[config.mk]
export PLATFORM = sky130hd
export DESIGN_NAME = az_sequencer
export DESIGN_NICKNAME = d
export VERILOG_FILES = /design/src/rtl/az_sequencer.sv
export SDC_FILE = /design/constraint.sdc
export NUM_CORES = 1
export LEC_CHECK = 0
export ABC_CLOCK_PERIOD_IN_PS = 3500
export CORE_ASPECT_RATIO = 0.9
export CORE_UTILIZATION = 50
export CTS_CLUSTER_SIZE = 30
export DETAILED_ROUTE_END_ITERATION = 12
export PLACE_DENSITY = 0.76
export SYNTH_ARGS = -nofsm -noshare
export SYNTH_HDL_FRONTEND = slang
export SYNTH_SLANG_ARGS = --single-unit
[constraint.sdc]
create_clock -name clk -period 3.5 [get_ports clk]
set_clock_uncertainty 0.15 [all_clocks]
set_input_delay 0.7 -clock clk [delete_from_list [all_inputs] [get_ports clk]]
set_output_delay 0.7 -clock clk [all_outputs]
set_load 0.03 [all_outputs]
[src/rtl/az_sequencer.sv]
// Auto-zero measurement sequencer: steers the input mux, waits for settling,
// fires the ADC trig and collects the valid handshake, alternating HI/LO phases.
//
// state     | meaning
// ----------+------------------------------------------------------------
// IDLE      | mux parked on LO, waiting for run
// SETTLE    | mux driven to current phase, settle counter running
// TRIG      | one-cycle start pulse to the ADC, timeout counter loaded
// WAIT_LOW  | waiting for the ADC to drop valid (trig acknowledged)
// WAIT_HIGH | waiting for the ADC to raise valid (conversion done)
// DONE      | completion reported, next phase chosen
module az_sequencer #(
  parameter int CNT_W        = 32,
  parameter int SAMPLE_CNT_W = 16
) (
  input  logic                    clk,
  input  logic                    reset_n,
  input  logic                    run,
  input  logic                    az_enable,
  input  logic [CNT_W-1:0]        clk_settle_duration,
  input  logic [CNT_W-1:0]        clk_timeout_duration,
  input  logic                    adc_measure_valid,
  output logic                    adc_measure_trig,
  output logic                    azmux_hi,
  output logic                    phase_valid,
  output logic                    phase_hi,
  output logic [SAMPLE_CNT_W-1:0] sample_count,
  output logic                    timeout_err,
  output logic [5:0]              monitor
);

  typedef enum logic [2:0] {
    S_IDLE      = 3'd0,
    S_SETTLE    = 3'd1,
    S_TRIG      = 3'd2,
    S_WAIT_LOW  = 3'd3,
    S_WAIT_HIGH = 3'd4,
    S_DONE      = 3'd5
  } state_t;

  localparam logic [CNT_W-1:0] CNT_ONE = {{(CNT_W-1){1'b0}}, 1'b1};

  state_t           state;
  logic             phase;
  logic [CNT_W-1:0] settle_cnt;
  logic [CNT_W-1:0] to_cnt;
  logic             to_en;
  logic             valid_q;
  logic             to_expire;
  logic             next_phase;

  // Expiry fires on the wait clock whose decrement would reach zero.
  assign to_expire = to_en && (to_cnt == CNT_ONE);

  always_comb begin
    next_phase = 1'b1;
    if (az_enable) next_phase = ~phase;
  end

  always_ff @(posedge clk or negedge reset_n) begin
    if (!reset_n) begin
      state            <= S_IDLE;
      phase            <= 1'b1;
      settle_cnt       <= '0;
      to_cnt           <= '0;
      to_en            <= 1'b0;
      valid_q          <= 1'b0;
      adc_measure_trig <= 1'b0;
      azmux_hi         <= 1'b0;
      phase_valid      <= 1'b0;
      phase_hi         <= 1'b0;
      sample_count     <= '0;
      timeout_err      <= 1'b0;
    end else begin
      adc_measure_trig <= 1'b0;
      phase_valid      <= 1'b0;
      valid_q          <= adc_measure_valid;
      case (state)
        S_IDLE: begin
          azmux_hi <= 1'b0;
          if (run) begin
            state       <= S_SETTLE;
            phase       <= 1'b1;
            timeout_err <= 1'b0;
            settle_cnt  <= clk_settle_duration;
            azmux_hi    <= 1'b1;
          end
        end
        S_SETTLE: begin
          if (!run) begin
            state    <= S_IDLE;
            azmux_hi <= 1'b0;
          end else if (settle_cnt == '0) begin
            state            <= S_TRIG;
            adc_measure_trig <= 1'b1;
          end else begin
            settle_cnt <= settle_cnt - 1'b1;
          end
        end
        S_TRIG: begin
          if (!run) begin
            state    <= S_IDLE;
            azmux_hi <= 1'b0;
          end else begin
            to_cnt <= clk_timeout_duration;
            to_en  <= |clk_timeout_duration;
            state  <= S_WAIT_LOW;
          end
        end
        S_WAIT_LOW: begin
          if (!run) begin
            state    <= S_IDLE;
            azmux_hi <= 1'b0;
          end else if (to_expire) begin
            state       <= S_IDLE;
            azmux_hi    <= 1'b0;
            timeout_err <= 1'b1;
          end else begin
            if (to_en) to_cnt <= to_cnt - 1'b1;
            if (!adc_measure_valid) state <= S_WAIT_HIGH;
          end
        end
        S_WAIT_HIGH: begin
          // abort beats valid, valid beats timeout
          if (!run) begin
            state    <= S_IDLE;
            azmux_hi <= 1'b0;
          end else if (adc_measure_valid) begin
            state        <= S_DONE;
            phase_valid  <= 1'b1;
            phase_hi     <= phase;
            sample_count <= sample_count + 1'b1;
          end else if (to_expire) begin
            state       <= S_IDLE;
            azmux_hi    <= 1'b0;
            timeout_err <= 1'b1;
          end else if (to_en) begin
            to_cnt <= to_cnt - 1'b1;
          end
        end
        S_DONE: begin
          phase <= next_phase;
          if (run) begin
            state      <= S_SETTLE;
            settle_cnt <= clk_settle_duration;
            azmux_hi   <= next_phase;
          end else begin
            state    <= S_IDLE;
            azmux_hi <= 1'b0;
          end
        end
        default: begin
          state    <= S_IDLE;
          azmux_hi <= 1'b0;
        end
      endcase
    end
  end

  assign monitor = {state[1:0], phase_valid, azmux_hi, valid_q, adc_measure_trig};

endmodule

==> notes.md, run 1 <==
Notes on the physical implementation.

- The sequential cells in the finished layout cover a total of between 0.002 and 0.0025 mm².
- STA classifies the critical path endpoint as a register.
- The first global-routing pass estimated ~26,000 µm of wire.
- The setup slack after placement is 548 ps, for reference.
- The cell total after placement is between 800 and 900, for reference.
- The buffer share of cell area is between 15 and 20%, for reference.
- In this run the full chip footprint comes out at between 0.01 and 0.015 mm².
- According to the floorplan log, the row count is 36.
- The antenna diode instance count is 0, for reference.
- Leaving out the clock tree, the finished layout contains a buffer count of around 120.
- The core region is about 0.011 mm².
- At the floorplan stage, the core utilization is reported as between 50% and 60%.
- The setup path with the least slack is of type reg2reg.
- The leading register cell type out of synthesis is dfrtp_1, for reference.
- In this run the biggest area consumer among cell types represents 38.8% of the synthesized area.
- The detailed-route vias per instance is 6.45, for reference.
- Traced cell by cell, the critical path runs through or4_1, or4_4, or4_4, nand3_4, o211ai_1.
- The time the worst path needs with I/O delays and setup is ~3000 ps, for reference.
- The flow ran to the end, and the final reports show no timing, DRC or antenna violations.
- Of the combinational cells, the family taking the most area is AND-OR/OR-AND gates.
- Hold-check failures listed in the final report amount to 0.
- The total tool warning count is 28, for reference.
- STA puts the critical path data arrival time at just over 3000 ps.
- The relative max-transition margin is between 40 and 50%, for reference.
- The number of synthesized register bits is between 90 and 100, for reference.
==> run 1: worst reg2reg max path, stage by stage, from the launching register on <==
cell      delay, ps
dfrtp_1         410
or4_1           680
or4_4           570
or4_4           560
nand3_4         310
o211ai_1        160
==> run 1: state kept, by name, summed over array words and instances, names as in the netlist <==
| name | count |
|---|---|
| phase_hi | 1 |
| timeout_err | 1 |
| to_cnt | 32 |
| adc_measure_trig | 1 |
| settle_cnt | 32 |
| phase | 1 |
| sample_count | 16 |
| phase_valid | 1 |
| state | 3 |
| to_en | 1 |
| valid_q | 1 |
| azmux_hi | 1 |
==> run 1: per-stage QoR <==
step | instance area [µm²] | utilization [%]
after floorplan | 5800 | -
after global placement | 6880 | 62.1
after detailed placement | 6880 | 62.1
after CTS | 7200 | 65.0
after global routing | 7200 | 65.0
final | 7200 | 65.0
==> run 1: where the power goes <==
group | total, µW | internal [µW] | switching (µW)
Sequential | 1340 | 1190 | 152
Combinational | 712 | 319 | 393
Clock | 1050 | 627 | 418
==> run 1: cells in the final DEF, fill, tap and decap left out, types with 4 or more instances in the layout <==
master           instances
nand3_1                 17
o31a_1                   5
nand4_1                 14
ha_1                     5
nand2b_1                 9
or3_1                    7
nor4_1                  33
dfrtp_1                 90
nand2_1                 24
clkbuf_16                9
a21oi_1                 33
inv_1                   12
o22ai_1                  9
or2_2                    8
clkdlybuf4s50_1         94
mux2_2                   4
o31ai_1                 24
nor3_1                  39
a211oi_1                11
nor2b_1                  5
and2_1                   6
o21ai_0                 46
a32oi_1                  5
buf_4                   18
a41oi_1                  6
o22a_1                  11
nor2_1                  78
xnor2_1                  9
xor2_1                   6
a2bb2oi_1                7
or4_1                    8
o21ai_1                  8
o21a_1                   4
a22oi_1                 19
a31oi_1                 19
### Routed metal per tile, run 1

The bar under the picture is 20 µm long. 23 x 21 tiles, from dark blue (low) to red (high), scaled to the fullest tile. Values are wire area over tile area, all layers added.
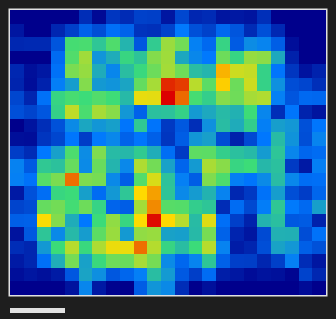
fullest tile: 0.71
nearly empty tiles: 7.9%
emptiest ninth of the die: bottom right
mean over tiles: 0.22
Via Count: 5,861
Routed wire per std cell: 17.5 µm
wirelength, routed: 16,000 µm
GRT Util Overall: 27.5%

### The metal 1 layer, run 1

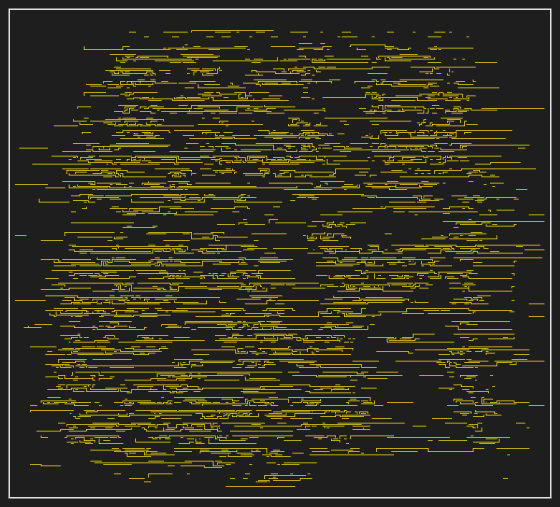
wire length on this layer: 7,230 µm
main direction: horizontal
met1 demand-to-capacity share in global routing: 39.6%

### Met3 routing, run 1

The bar under the picture is 20 µm long.
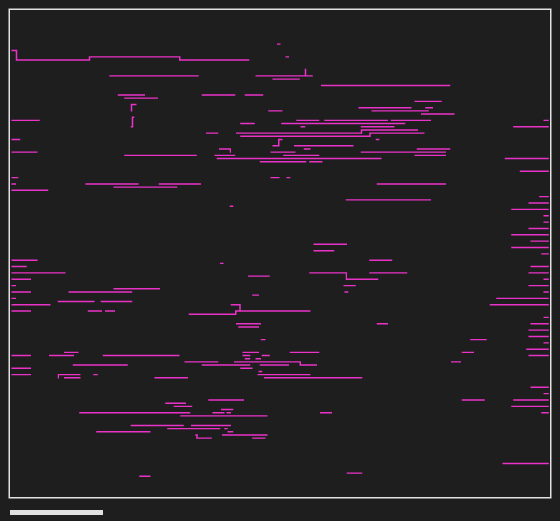
longest straight run: 35.0 µm
main direction: horizontal
share of all routed wire: 7.3%

### The clock network, run 1

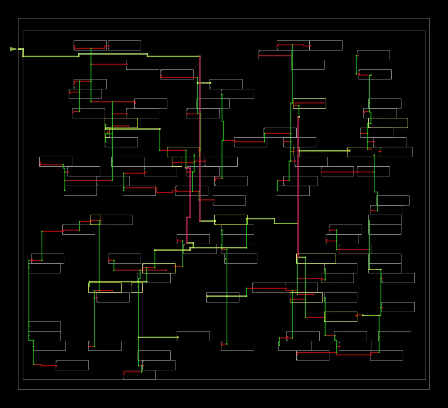
Skew-Pair Late Insertion Delay: 350 ps
clock network power consumption: 1050 µW
number of CTS-inserted buffers: 9
number of clock buffers in the layout: 10
number of sequential storage elements: 91

==> run 1 -> run 2 <==
REMOVE_ABC_BUFFERS = 1   (was default)
### The metal 1 layer, run 2

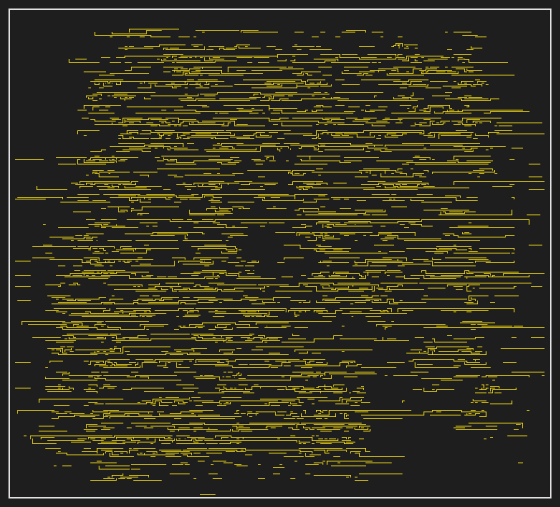
nets with wire on the layer: 757
wire length on this layer: 7,440 µm
main direction: horizontal
Via Count: 5,872
met1 demand-to-capacity share in global routing: 42.7%
wirelength, routed: 16,300 µm

==> notes.md, run 2 <==
Notes on the physical implementation.

- The run finished with clean final reports.
- The category of the critical setup timing path is reg2reg, for reference.
- The clock network latency to the later pin of the worst-skew pair is between 300 and 400 ps, for reference.
- Per the synth stats, the flop cell with the highest instance count is dfrtp_1.
- The category of the worst setup path capture point is a register, for reference.
- The share of Yosys cell area claimed by the top area cell type is 38.8%, for reference.
- Prior to clock tree synthesis, the placed netlist has a worst setup slack of 590 ps.
- The OpenROAD report gives the critical path a required time of around 3600 ps.
- The type of the tightest min-delay check is in2async, for reference.
- The cell total after placement is about 900, for reference.
- The number of synthesized register bits is approximately 91, for reference.
- The overall routing resource usage is between 20% and 30%, for reference.
- The share of the Yosys chip area taken by registers is 39.3%.
- The OpenROAD report gives the critical path a data arrival time of 3000 ps.
- The stage logs contain a warning count of 27.
- The library cells used most frequently in the layout, excluding fill and tap cells, are clkdlybuf4s50_1 (94), dfrtp_1 (90), nor2_1 (78).
- Using the TritonRoute via totals, the vias-per-cell ratio works out to 6.46.
- The number of endpoints with negative hold slack in the final report is 0, for reference.
- The antenna diode instance count is 0, for reference.
- In this run the mean area of a mapped cell was between 8 and 9 µm².
- The relative max-transition margin is 33.1%, for reference.
- The standard cell core area is around 0.011 mm², for reference.
- The area after detailed placement is 0.00686 mm², for reference.
- In the final routed layout, each cell accounts on average for between 15 and 20 µm.
- Clock tree synthesis inserted a total of 9 buffers.
- In the final layout, the registers with the most flip-flops are settle_cnt: 32 flops, to_cnt: 32 flops, sample_count: 16 flops.
- For the completed layout, the total cell area is recorded as 0.00718 mm².
- The most common logic cell in the final layout is clkdlybuf4s50_1.
- The chip occupies 0.0120 mm².
-- run 2: cell count changes in the layout (fill, tap and decap cells not counted) --
cell / previous run / this run
buf_12: 3 / 1
buf_4: 18 / 21
clkinv_4: 0 / 1
clkbuf_1: 1 / 0
clkinvlp_4: 2 / 1
-- run 2: final cells by class --
class	count	area (µm²)
well taps	152	190
clock inverters	6	90.1
clock buffers	9	225
flip-flops and latches	91	2280
fillers	963	3900
repair buffers	116	1120
multi-input cells	522	3230
inverters	13	48.8
-- run 2: per-layer routing --
layer | track usage (%) | wire length, µm | up-vias | part of all wire [%]
li1 | - | - | 2747 | -
met1 | 42.7 | 7440 | 2842 | 46
met2 | 40.6 | 7290 | 267 | 45
met3 | 5.71 | 1290 | 16 | 7.9
met4 | 9.37 | 223 | 0 | 1.4
met5 | 0 | 0 | - | 0
-- run 2: logic make-up (layout without fill, tap and decap cells) --
kind of cell / after synthesis / in the layout / synth area share, %
XOR/XNOR: 15 / 15 / 2.26
multiplexers: 6 / 6 / 1.12
AND-OR/OR-AND: 224 / 224 / 25.6
buffers and inverters: 72 / 144 / 5.65
adder cells (fa/ha/maj): 5 / 5 / 1.08
AND/OR/NAND/NOR: 272 / 272 / 25.0
flip-flops: 91 / 91 / 39.3
-- run 2: power by group --
part	internal, µW	switching (µW)
clock	624	432
sequential	1190	159
combinational	317	389
-- run 2: path summary, 6_finish.rpt --
path	startpoint	to	slack [ps]	cells past startpoint
max	settle_cnt[5]	settle_cnt[6]	570	5
min	reset_n	sample_count[15]	180	1
max reg2reg	settle_cnt[5]	settle_cnt[6]	570	5
min reg2reg	sample_count[15]	sample_count[15]	340	1
max in group asynchronous	reset_n	phase	2300	2
min in group clk	sample_count[15]	sample_count[15]	340	1
==> run 2 -> run 3 <==
ABC_CLOCK_PERIOD_IN_PS = 2600   (was 3500)
CORE_UTILIZATION = 49   (was 50)
PLACE_DENSITY = 0.77   (was 0.76)
clock period = 2.6 ns   (was 3.5 ns; I/O delays follow)
### The metal 1 layer, run 3

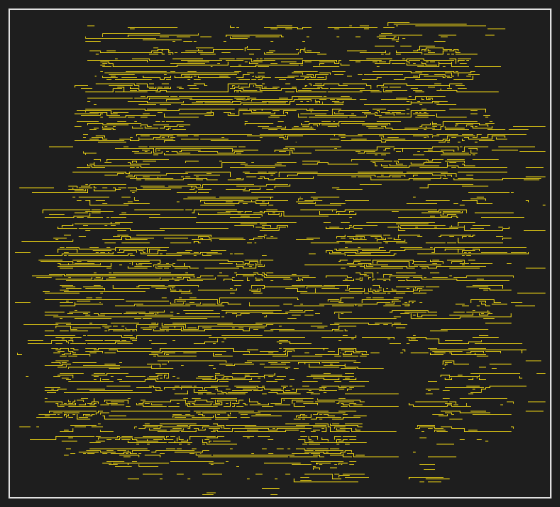
wire length on this layer: 7,890 µm
longest straight run: 35.9 µm
nets with wire on the layer: 794
share of all routed wire: 44%

==> notes.md, run 3 <==
Notes on the physical implementation.

- Global routing consumed, over all layers together, 29.7% of the routing resources.
- The arrival time of data at the worst endpoint is listed as between 2000 and 3000 ps.
- The clock network accounts for between 30% and 40% of the total power.
- Cells fill 67.6% of the core in the end.
- The leading power group is registers, for reference.
- Per Yosys stat, the portion of area used by sequential elements is between 30% and 40%.
- The number of endpoints with negative hold slack in the final report is 0, for reference.
- The relative max-transition margin is ~57%, for reference.
- The final reports fail on negative setup slack.
- The setup slack after placement is -81.7 ps, for reference.
- Per the detail_route report, the via count comes to between 6,000 and 7,000.
- For this run, the script counts the antenna cells in the layout as 0.
- The proportion of total power due to net switching is 32.5%, for reference.
- The count of standard-cell rows is 37, for reference.
- The detailed-route vias per instance is 6.42, for reference.
- The capture instance of the worst register-to-register path is settle_cnt[28], for reference.
- Per the synthesis report, the single largest cell type by area occupies slightly below 40% of cell area.
- Counting instances, the worst hold path has a depth of 1.
- TritonRoute output was used to compute an average wire per cell of 18.3 µm.
- The run finished, with violations left.
- The end point of the worst hold path is sample_count[15], for reference.
- The cell total after placement is about 960, for reference.
- The die covers 0.0123 mm².
- In this run the standard cell core region covers between 0.01 and 0.015 mm².
- In the power breakdown, the internal column shows roughly 2900 µW.
- The number of remaining DRC errors is 0, for reference.
- Looking at the cell usage after synthesis, the top flip-flop cell is dfrtp_1.
- Before placement the cells fill 50.5% of the core.
- The category of the critical setup timing path is reg2reg, for reference.
- In this run the power spent charging and discharging nets is 1400 µW.
- Ranking logic cells in the layout by count gives the top entries clkdlybuf4s50_1 (94), dfrtp_1 (90), nor2_1 (78).
- The final critical-path setup slack is -32.5 ps, for reference.
- The largest registers in the layout are settle_cnt: 32 flops, to_cnt: 32 flops, sample_count: 16 flops.
- The path class of the tightest hold or removal check is reg2reg.
- The cell count of the worst reg-to-reg path is 6, for reference.
- The leading cell type in the layout, fill and taps excluded is clkdlybuf4s50_1, for reference.
- The portion of total power attributed to combinational logic is around 28%, for reference.
- Clock tree synthesis inserted a total of 9 buffers.
- The critical path data required time is about 2700 ps, for reference.
- The placement stage leaves a total instance area of 0.00736 mm².
- After routing the design area is between 0.007 and 0.008 mm².
- The number of synthesized register bits is 91, for reference.
- The total tool warning count is 28, for reference.
- The final setup violation count is 10, for reference.
[run 3: cell counts after synthesis]
Identical to the previous run, type by type.
[run 3: worst max-delay path by stage]
stage               cells after the start            from  slack, ps             end
floorplan                               5        state[0]      -1500      to_cnt[31]
global placement                        6  settle_cnt[12]        -40  settle_cnt[12]
detailed placement                      6  settle_cnt[12]        -80  settle_cnt[28]
CTS                                     5      to_cnt[22]          3      to_cnt[22]
global route                            6  settle_cnt[12]        -90  settle_cnt[28]
finish                                  6  settle_cnt[12]        -30  settle_cnt[28]
[run 3: cell families (layout without fill, tap and decap cells)]
logic type	count (synthesis)	in the layout	share of synthesized area, %
adder cells (fa/ha/maj)	5	5	1.08
AND/OR/NAND/NOR	272	272	25.0
buffers and inverters	72	206	5.65
multiplexers	6	6	1.12
AND-OR/OR-AND	224	224	25.6
XOR/XNOR	15	15	2.26
flip-flops	91	91	39.3
[run 3: what timing repair did]
item,4_1_cts,5_1_grt
pin swaps,2,10
buffers inserted,0,0
setup endpoints to repair,28,59
resized,2,21
gates cloned,0,1
hold buffers,1,0
hold endpoints to repair,27,0
[run 3: metal layers]
layer / GRT usage, % / up-vias / share of wire, %
met3: 6.44 / 44 / 7.0
li1: - / 2861 / -
met4: 9.22 / 0 / 2.2
met5: 0 / - / 0
met2: 46.5 / 311 / 47
met1: 41.0 / 3039 / 44
[run 3: cell type report]
cell class / count / area, µm²
fillers: 980 / 3720
multi-input cells: 522 / 3290
flip-flops and latches: 91 / 2280
repair buffers: 177 / 1650
clock buffers: 10 / 229
well taps: 156 / 195
clock inverters: 6 / 65.1
inverters: 13 / 48.8
[run 3: worst max-delay path, cell delays in order (launching register included)]
cell and delay, ps:
dfrtp_1 390, or4_4 550, or4_4 560, or4_4 460, nand3_4 140, buf_12 150, o211ai_1 100
Power figures rest on the tool's default switching activity, not on a simulated workload.
